<file path="src/rtl/mem_pkg.sv">
// Shared types for the memory-access stage.
//   cmd_e   : command encoding carried in from EX/MEM.
//   state_e : mem_stage FSM states (also driven out on the debug port).
//   wb_t    : trace-level view of the MEM/WB bundle at the default widths.
package mem_pkg;

  localparam int MEM_DATA_W = 32;
  localparam int MEM_REG_W  = 5;

  typedef enum logic [1:0] {
    CMD_ALU   = 2'b00,
    CMD_LOAD  = 2'b01,
    CMD_STORE = 2'b10,
    CMD_RSVD  = 2'b11
  } cmd_e;

  typedef enum logic [1:0] {
    ST_IDLE = 2'b00,
    ST_REQ  = 2'b01,
    ST_WAIT = 2'b10
  } state_e;

  typedef struct packed {
    logic                  valid;
    logic                  we;
    logic [MEM_REG_W-1:0]  reg_dst;
    logic [MEM_DATA_W-1:0] data;
    logic [31:0]           instr;
  } wb_t;

endpackage

</file>
<file path="src/rtl/mem_wb_reg.sv">
// MEM/WB pipeline register.
// Ports:
//   clk, rst_n            : clock, asynchronous active-low reset
//   retire                : an instruction retires this cycle
//   we_d, err_d           : write enable / error flag for the retiring instruction
//   reg_dst_d, data_d,
//   instr_d               : writeback payload
//   wb_valid, wb_we,
//   err_o                 : one-cycle pulses, only high on the cycle after retire
//   wb_reg_dst, wb_data,
//   wb_instr              : payload, held between retirements
module mem_wb_reg #(
  parameter int DATA_W = 32,
  parameter int REG_W  = 5
) (
  input  logic              clk,
  input  logic              rst_n,
  input  logic              retire,
  input  logic              we_d,
  input  logic              err_d,
  input  logic [REG_W-1:0]  reg_dst_d,
  input  logic [DATA_W-1:0] data_d,
  input  logic [31:0]       instr_d,
  output logic              wb_valid,
  output logic              wb_we,
  output logic              err_o,
  output logic [REG_W-1:0]  wb_reg_dst,
  output logic [DATA_W-1:0] wb_data,
  output logic [31:0]       wb_instr
);

  always_ff @(posedge clk or negedge rst_n) begin
    if (!rst_n) begin
      wb_valid   <= 1'b0;
      wb_we      <= 1'b0;
      err_o      <= 1'b0;
      wb_reg_dst <= '0;
      wb_data    <= '0;
      wb_instr   <= '0;
    end else begin
      // Pulses are gated by retire so they can never stretch past one cycle.
      wb_valid <= retire;
      wb_we    <= retire & we_d;
      err_o    <= retire & err_d;
      if (retire) begin
        wb_reg_dst <= reg_dst_d;
        wb_data    <= data_d;
        wb_instr   <= instr_d;
      end
    end
  end

endmodule

</file>
<file path="src/rtl/mem_stage.sv">
// Memory-access pipeline stage (EX/MEM -> MEM/WB).
// ALU-only instructions retire in one cycle; aligned loads/stores go out on
// the data-memory request channel while stall_o holds the upstream stages.
// Handshake: a request transfers on a cycle where dmem_req_valid and
// dmem_req_ready are both high; valid, addr, wdata and we stay stable until
// then. The response channel is valid-only and is honoured solely in WAIT.
// Ports:
//   clk, rst_n          : clock, asynchronous active-low reset
//   in_valid, alu_result, reg2, reg_dst, instr, alu_write, cmd_type : EX/MEM slot
//   stall_o             : stage busy, upstream must hold
//   dmem_req_*          : request channel (valid/ready)
//   dmem_resp_*         : response channel (valid only)
//   wb_*                : registered writeback bundle
//   err_o               : pulse on misaligned access, reserved command or timeout
//   dbg_state           : current FSM state
module mem_stage
  import mem_pkg::*;
#(
  parameter int DATA_W  = 32,
  parameter int REG_W   = 5,
  parameter int TIMEOUT = 255
) (
  input  logic              clk,
  input  logic              rst_n,
  input  logic              in_valid,
  input  logic [DATA_W-1:0] alu_result,
  input  logic [DATA_W-1:0] reg2,
  input  logic [REG_W-1:0]  reg_dst,
  input  logic [31:0]       instr,
  input  logic              alu_write,
  input  logic [1:0]        cmd_type,
  output logic              stall_o,
  output logic              dmem_req_valid,
  input  logic              dmem_req_ready,
  output logic              dmem_req_we,
  output logic [DATA_W-1:0] dmem_req_addr,
  output logic [DATA_W-1:0] dmem_req_wdata,
  input  logic              dmem_resp_valid,
  input  logic [DATA_W-1:0] dmem_resp_rdata,
  output logic              wb_valid,
  output logic              wb_we,
  output logic [REG_W-1:0]  wb_reg_dst,
  output logic [DATA_W-1:0] wb_data,
  output logic [31:0]       wb_instr,
  output logic              err_o,
  output state_e            dbg_state
);

  localparam int CNT_W = $clog2(TIMEOUT + 1);

  state_e            state, state_nxt;
  cmd_e              cmd;
  logic              misaligned;
  logic              capture, cnt_clr, cnt_inc;
  logic              ret_valid, ret_we, ret_err;
  logic [REG_W-1:0]  ret_reg_dst;
  logic [DATA_W-1:0] ret_data;
  logic [31:0]       ret_instr;
  logic [DATA_W-1:0] hold_addr, hold_wdata;
  logic [REG_W-1:0]  hold_reg_dst;
  logic [31:0]       hold_instr;
  logic              hold_we;
  logic [CNT_W-1:0]  cnt;

  assign cmd        = cmd_e'(cmd_type);
  assign misaligned = (alu_result[1:0] != 2'b00);

  assign stall_o        = (state != ST_IDLE);
  assign dmem_req_valid = (state == ST_REQ);
  assign dmem_req_we    = hold_we;
  assign dmem_req_addr  = hold_addr;
  assign dmem_req_wdata = hold_wdata;
  assign dbg_state      = state;

  always_ff @(posedge clk or negedge rst_n) begin
    if (!rst_n) state <= ST_IDLE;
    else        state <= state_nxt;
  end

  always_comb begin
    state_nxt   = state;
    capture     = 1'b0;
    cnt_clr     = 1'b0;
    cnt_inc     = 1'b0;
    ret_valid   = 1'b0;
    ret_we      = 1'b0;
    ret_err     = 1'b0;
    ret_reg_dst = hold_reg_dst;
    ret_data    = hold_addr;
    ret_instr   = hold_instr;
    unique case (state)
      ST_IDLE: begin
        if (in_valid) begin
          if (cmd == CMD_ALU) begin
            ret_valid   = 1'b1;
            ret_we      = alu_write && (reg_dst != '0);
            ret_reg_dst = reg_dst;
            ret_data    = alu_result;
            ret_instr   = instr;
          end else if (cmd == CMD_RSVD || misaligned) begin
            // Rejected without touching memory; retires as a non-writing error.
            ret_valid   = 1'b1;
            ret_err     = 1'b1;
            ret_reg_dst = reg_dst;
            ret_data    = alu_result;
            ret_instr   = instr;
          end else begin
            capture   = 1'b1;
            state_nxt = ST_REQ;
          end
        end
      end
      ST_REQ: begin
        if (dmem_req_ready) begin
          if (hold_we) begin
            ret_valid = 1'b1;
            state_nxt = ST_IDLE;
          end else begin
            cnt_clr   = 1'b1;
            state_nxt = ST_WAIT;
          end
        end
      end
      ST_WAIT: begin
        // A response on the deadline cycle still wins over the timeout.
        if (dmem_resp_valid) begin
          ret_valid = 1'b1;
          ret_we    = (hold_reg_dst != '0);
          ret_data  = dmem_resp_rdata;
          state_nxt = ST_IDLE;
        end else if (cnt == CNT_W'(TIMEOUT)) begin
          ret_valid = 1'b1;
          ret_err   = 1'b1;
          state_nxt = ST_IDLE;
        end else begin
          cnt_inc = 1'b1;
        end
      end
      default: state_nxt = ST_IDLE;
    endcase
  end

  always_ff @(posedge clk or negedge rst_n) begin
    if (!rst_n) begin
      hold_addr    <= '0;
      hold_wdata   <= '0;
      hold_reg_dst <= '0;
      hold_instr   <= '0;
      hold_we      <= 1'b0;
    end else if (capture) begin
      hold_addr    <= {alu_result[DATA_W-1:2], 2'b00};
      hold_wdata   <= reg2;
      hold_reg_dst <= reg_dst;
      hold_instr   <= instr;
      hold_we      <= (cmd == CMD_STORE);
    end
  end

  always_ff @(posedge clk or negedge rst_n) begin
    if (!rst_n)       cnt <= '0;
    else if (cnt_clr) cnt <= '0;
    else if (cnt_inc) cnt <= cnt + CNT_W'(1);
  end

  mem_wb_reg #(.DATA_W(DATA_W), .REG_W(REG_W)) u_wb (
    .clk        (clk),
    .rst_n      (rst_n),
    .retire     (ret_valid),
    .we_d       (ret_we),
    .err_d      (ret_err),
    .reg_dst_d  (ret_reg_dst),
    .data_d     (ret_data),
    .instr_d    (ret_instr),
    .wb_valid   (wb_valid),
    .wb_we      (wb_we),
    .err_o      (err_o),
    .wb_reg_dst (wb_reg_dst),
    .wb_data    (wb_data),
    .wb_instr   (wb_instr)
  );

endmodule

</file>
<file path="config.mk">
export PLATFORM = sky130hd
export DESIGN_NAME = mem_stage
export DESIGN_NICKNAME = d
export VERILOG_FILES = /design/src/rtl/mem_pkg.sv /design/src/rtl/mem_wb_reg.sv /design/src/rtl/mem_stage.sv
export SDC_FILE = /design/constraint.sdc
export NUM_CORES = 1
export LEC_CHECK = 0
export ABC_AREA = 1
export CORE_ASPECT_RATIO = 1.4
export CORE_MARGIN = 2
export CORE_UTILIZATION = 44
export CTS_CLUSTER_SIZE = 24
export DETAILED_ROUTE_END_ITERATION = 12
export PLACE_DENSITY = 0.76
export SYNTH_ARGS = -nofsm -noshare
export SYNTH_HDL_FRONTEND = slang
export SYNTH_SLANG_ARGS = --single-unit
</file>
<file path="constraint.sdc">
create_clock -name clk -period 4.3 [get_ports clk]
set_input_delay 0.86 -clock clk [delete_from_list [all_inputs] [get_ports clk]]
set_output_delay 0.86 -clock clk [all_outputs]
set_load 0.02 [all_outputs]
</file>
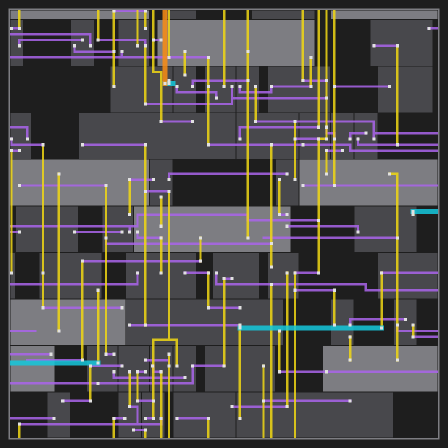
*Close-up of the layout*
Window x 19 to 44, y 117 to 142 um. Cells in gray, sequential cells in the stronger gray; small squares are vias.
Key: M1 = purple; M2 = yellow; M4 = orange; M3 = cyan
44 logic cells have their middle in the window. Netlist names of flops here include dmem_req_wdata (5), hold_instr (1). Sequential cells in the window: 6. Most frequent: nand2_1 (14), clkdlybuf4s50_1 (8), dfrtp_1 (6).

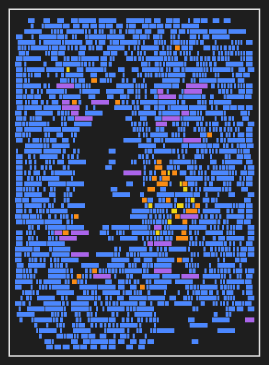
*Sizing map*
(2 px per um)
Key: x2 = yellow [cells 10, most used nor2_2]; x1 and smaller = blue [cells 1387, most used nand2_1]; x6 and larger = purple [cells 27, most used clkbuf_16]; x3 and x4 = orange [cells 29, most used buf_4]
min setup slack post-route: 1.25 ns
fin area: 12500 sq um
Area Growth Syn to Fin: 39.6%

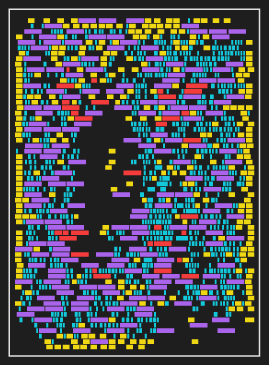
*Placed cells, one color a class*
(2 px per um)
Key: remaining buffers and delay cells = yellow [cells 297]; clock drivers and dummy loads = red [cells 32]; registers = purple [cells 182]; remaining logic cells = cyan [cells 942]
sequential share of cell area: 0.365
Row Count: 61

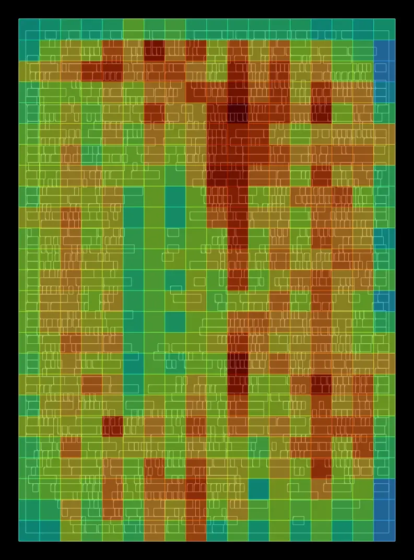
*Routing congestion*
met3 Resource Use GR: 0.0640
grt met2 use: 0.428
drt wl/cell: 15.6 um
Top Usage Layer GRT: met2
Util after Layout: 0.626

-- synth_stat cells, drive strengths merged --
cell type	instances
nand3	104
a22oi	2
xnor2	1
inv	178
o21ai	146
a21oi	3
ha	1
or2	1
a21boi	4
xor2	1
dfrtp	182
nor3b	1
clkinv	1
buf	35
nand2	443
nor3	4
clkbuf	37
conb	1
nand4	36
a32oi	1
nor2	13
-- sequential cells by signal (all words and copies together) (netlist names) --
signal	cells
dmem_req_wdata	32
hold_instr	32
u_wb.wb_data	32
u_wb.wb_instr	32
dmem_req_addr	30
cnt	8
hold_reg_dst	5
u_wb.wb_reg_dst	5
dbg_state	2
dmem_req_we	1
u_wb.err_o	1
u_wb.wb_valid	1
u_wb.wb_we	1
-- critical path, stage by stage --
cell and delay, ns:
clkdlybuf4s50_1 0.55, nor2_1 0.10, nand3_1 0.15, buf_4 0.39, nand2_1 0.53, buf_4 0.39, nand2_1 0.07, nand3_1 0.07
nand2_1 0.09, nand2_1 0.06, nand2_1 0.11
-- area by class of cell --
cell class / instances / area (sq um) / area share
Antenna cell: 1 / 2.50 / 0.000201
Clock buffer: 17 / 425 / 0.0341
Clock inverter: 15 / 165 / 0.0132
Inverter: 179 / 672 / 0.0539
Multi-Input combinational cell: 763 / 3400 / 0.273
Sequential cell: 182 / 4550 / 0.365
Tap cell: 252 / 315 / 0.0253
Timing Repair Buffer: 297 / 2930 / 0.235
-- kinds of logic after synthesis --
kind of cell	share of synthesized area
AND-OR/OR-AND	0.0903
XOR/XNOR	0.00196
adder cells (fa/ha/maj)	0.00140
buffers and inverters	0.112
flip-flops	0.510
other	0.000420
AND/OR/NAND/NOR	0.284
==> ci_impl_report.md <==
## Implementation flow summary

| Metric | Value |
|---|---|
| Top area cell types | dfrtp_1 (51%), nand2_1 (19%), inv_1 (7.4%) |
| Global route total overflow | 0 |
| Mapped Cells | 1195 |
| Iteration-0 DRC Markers | 576 |
| Total CTS buffers | 17 |
| Clk pwr share | 0.254 |
| Synth warnings | 0 |
| Dpl cells | 1673 |
| # DRC | 0 |
| Period utilization | 0.709 |
| Netlist cell types | 32 |
| Least-Margin Pin Slew | 1.22 ns |
| P_seq | roughly 2.5 mW |
| Core area | 19900 sq um |
| Crit path launch | alu_result[0] |
| Critical Path Fanout Max | 32 |
| Critical path required time | 4.65 ns |
| Critical Path Sink | u_wb.wb_data[24] |
| Avg Inst Size Synth | approximately 7.5 sq um |
| CP endpoint kind | flop |
| Vias | between 8000 and 9000 |
| Clock network power | 1.57 mW |
| Pre-CTS setup slack | just over 0.9 ns |
| Main power group | sequential cells |
| M1 GR Usage | 0.305 |
| Met3 Wirelength | 1.99 mm |
| Int Pwr | between 3 and 4 mW |
| Reported max-cap violation count | 0 |
| Top Ports | approximately 280 |
| Register bit count reported by yosys | 182 |
| RSZ-0062 raised after global routing | false |
| CTS Buffer Depth | 2 |
| Final WL | between 20 and 30 mm |
| Worst Hold Class | input port to asynchronous set/reset pin |
| Seq/Total Area, Yosys | 0.510 |
| Worst R2R Path Depth | 7 |
| Yosys chip area | between 8000 and 9000 sq um |
| Die x size | around 120 um |
| Most numerous logic cells after layout | nand2_1 (441), clkdlybuf4s50_1 (278), dfrtp_1 (182), inv_1 (176), nand3_1 (102) |
| Sw power | between 2 and 2.5 mW |
| Clock sinks | around 180 |
| Overall routing resource usage | 0.252 |
| FP Util | 0.448 |
| H-tree depth | 4 |
| Worst-path clk slew | ~0.07 ns |
| VDD IR max | around 0.00024 V |
| Number of gates resized after CTS | 0 |
| CP arrival | 3.40 ns |
| Nets | around 1600 |
| Reg2reg setup slack | around 1.7 ns |
| Dpl cell area | between 10000 and 15000 sq um |
| DIE HEIGHT | around 170 um |
| Setup bufs post-CTS | 0 |
| Die ar. | 21500 sq um |
| Non-Filler Instances | 1706 |
| Worst Hold Slack | 0.449 ns |
| Number of global-route vias before repair | 8457 |
| Leak | 6.25 nW |
| Slew Limit Headroom | 0.186 |
| Max-area cell share | 0.510 |
| WS Path Type | input port to flop |
| Fin Setup TNS | 0 ns |
| Pwr dens | approximately 500 nW/um^2 |
| Antenna violations before repair | 4 |
| Synth Cell Area | around 8900 sq um |
| Hold Fails Final Rpt | 0 |
| IO Port Bufs | 279 |
| Drt pass-1 iters | 7 |
| Max-slew violations | 0 |
| Status | completed |
| Wire length on met1 | between 10 and 15 mm |
| Largest net degree at the start of global routing | 106 |
| Hold_buf cts | 0 |
| Top sig layer | met5 |
| CTS tree | done |
| Total power | 6.17 mW |
| Flop pwr share | 0.398 |
| Reg2reg start | dbg_state[0] |
| Startpoint types | input port |
| Leading area contributor after synthesis | dfrtp_1 |
| Layout cells sized above 1 | 0.0454 |
| First-pass GRT wire length | between 40 and 50 mm |
| Gp weighted congestion | 0.875 |
| Tool warnings | 29 |
| Dpl hpwl | 18.4 mm |
| Final setup fails | 0 |
| Clock latency on the worst-skew pair | approximately 0.43 ns |
| Root Buffer | clkbuf_16 |
| WL met2 | about 13 mm |
| Yosys cell count | about 1200 |
| Most frequent logic cell in the layout | nand2_1 |
| Reg-to-reg endpoint | u_wb.wb_instr[13] |
| Combinational Power Share | 0.348 |
| Antenna Nets Post-Route | 0 |
| Fmax | about 330 MHz |
| Via density | just over 5 |
| Skew final | 0.0136 ns |
| Switching share of power | 0.360 |
| Fillcell total | roughly 1700 |
| Comb power | approximately 2.2 mW |
| Min Tclk post-route | ~3.0 ns |
Power figures rest on the tool's default switching activity, not on a simulated workload.
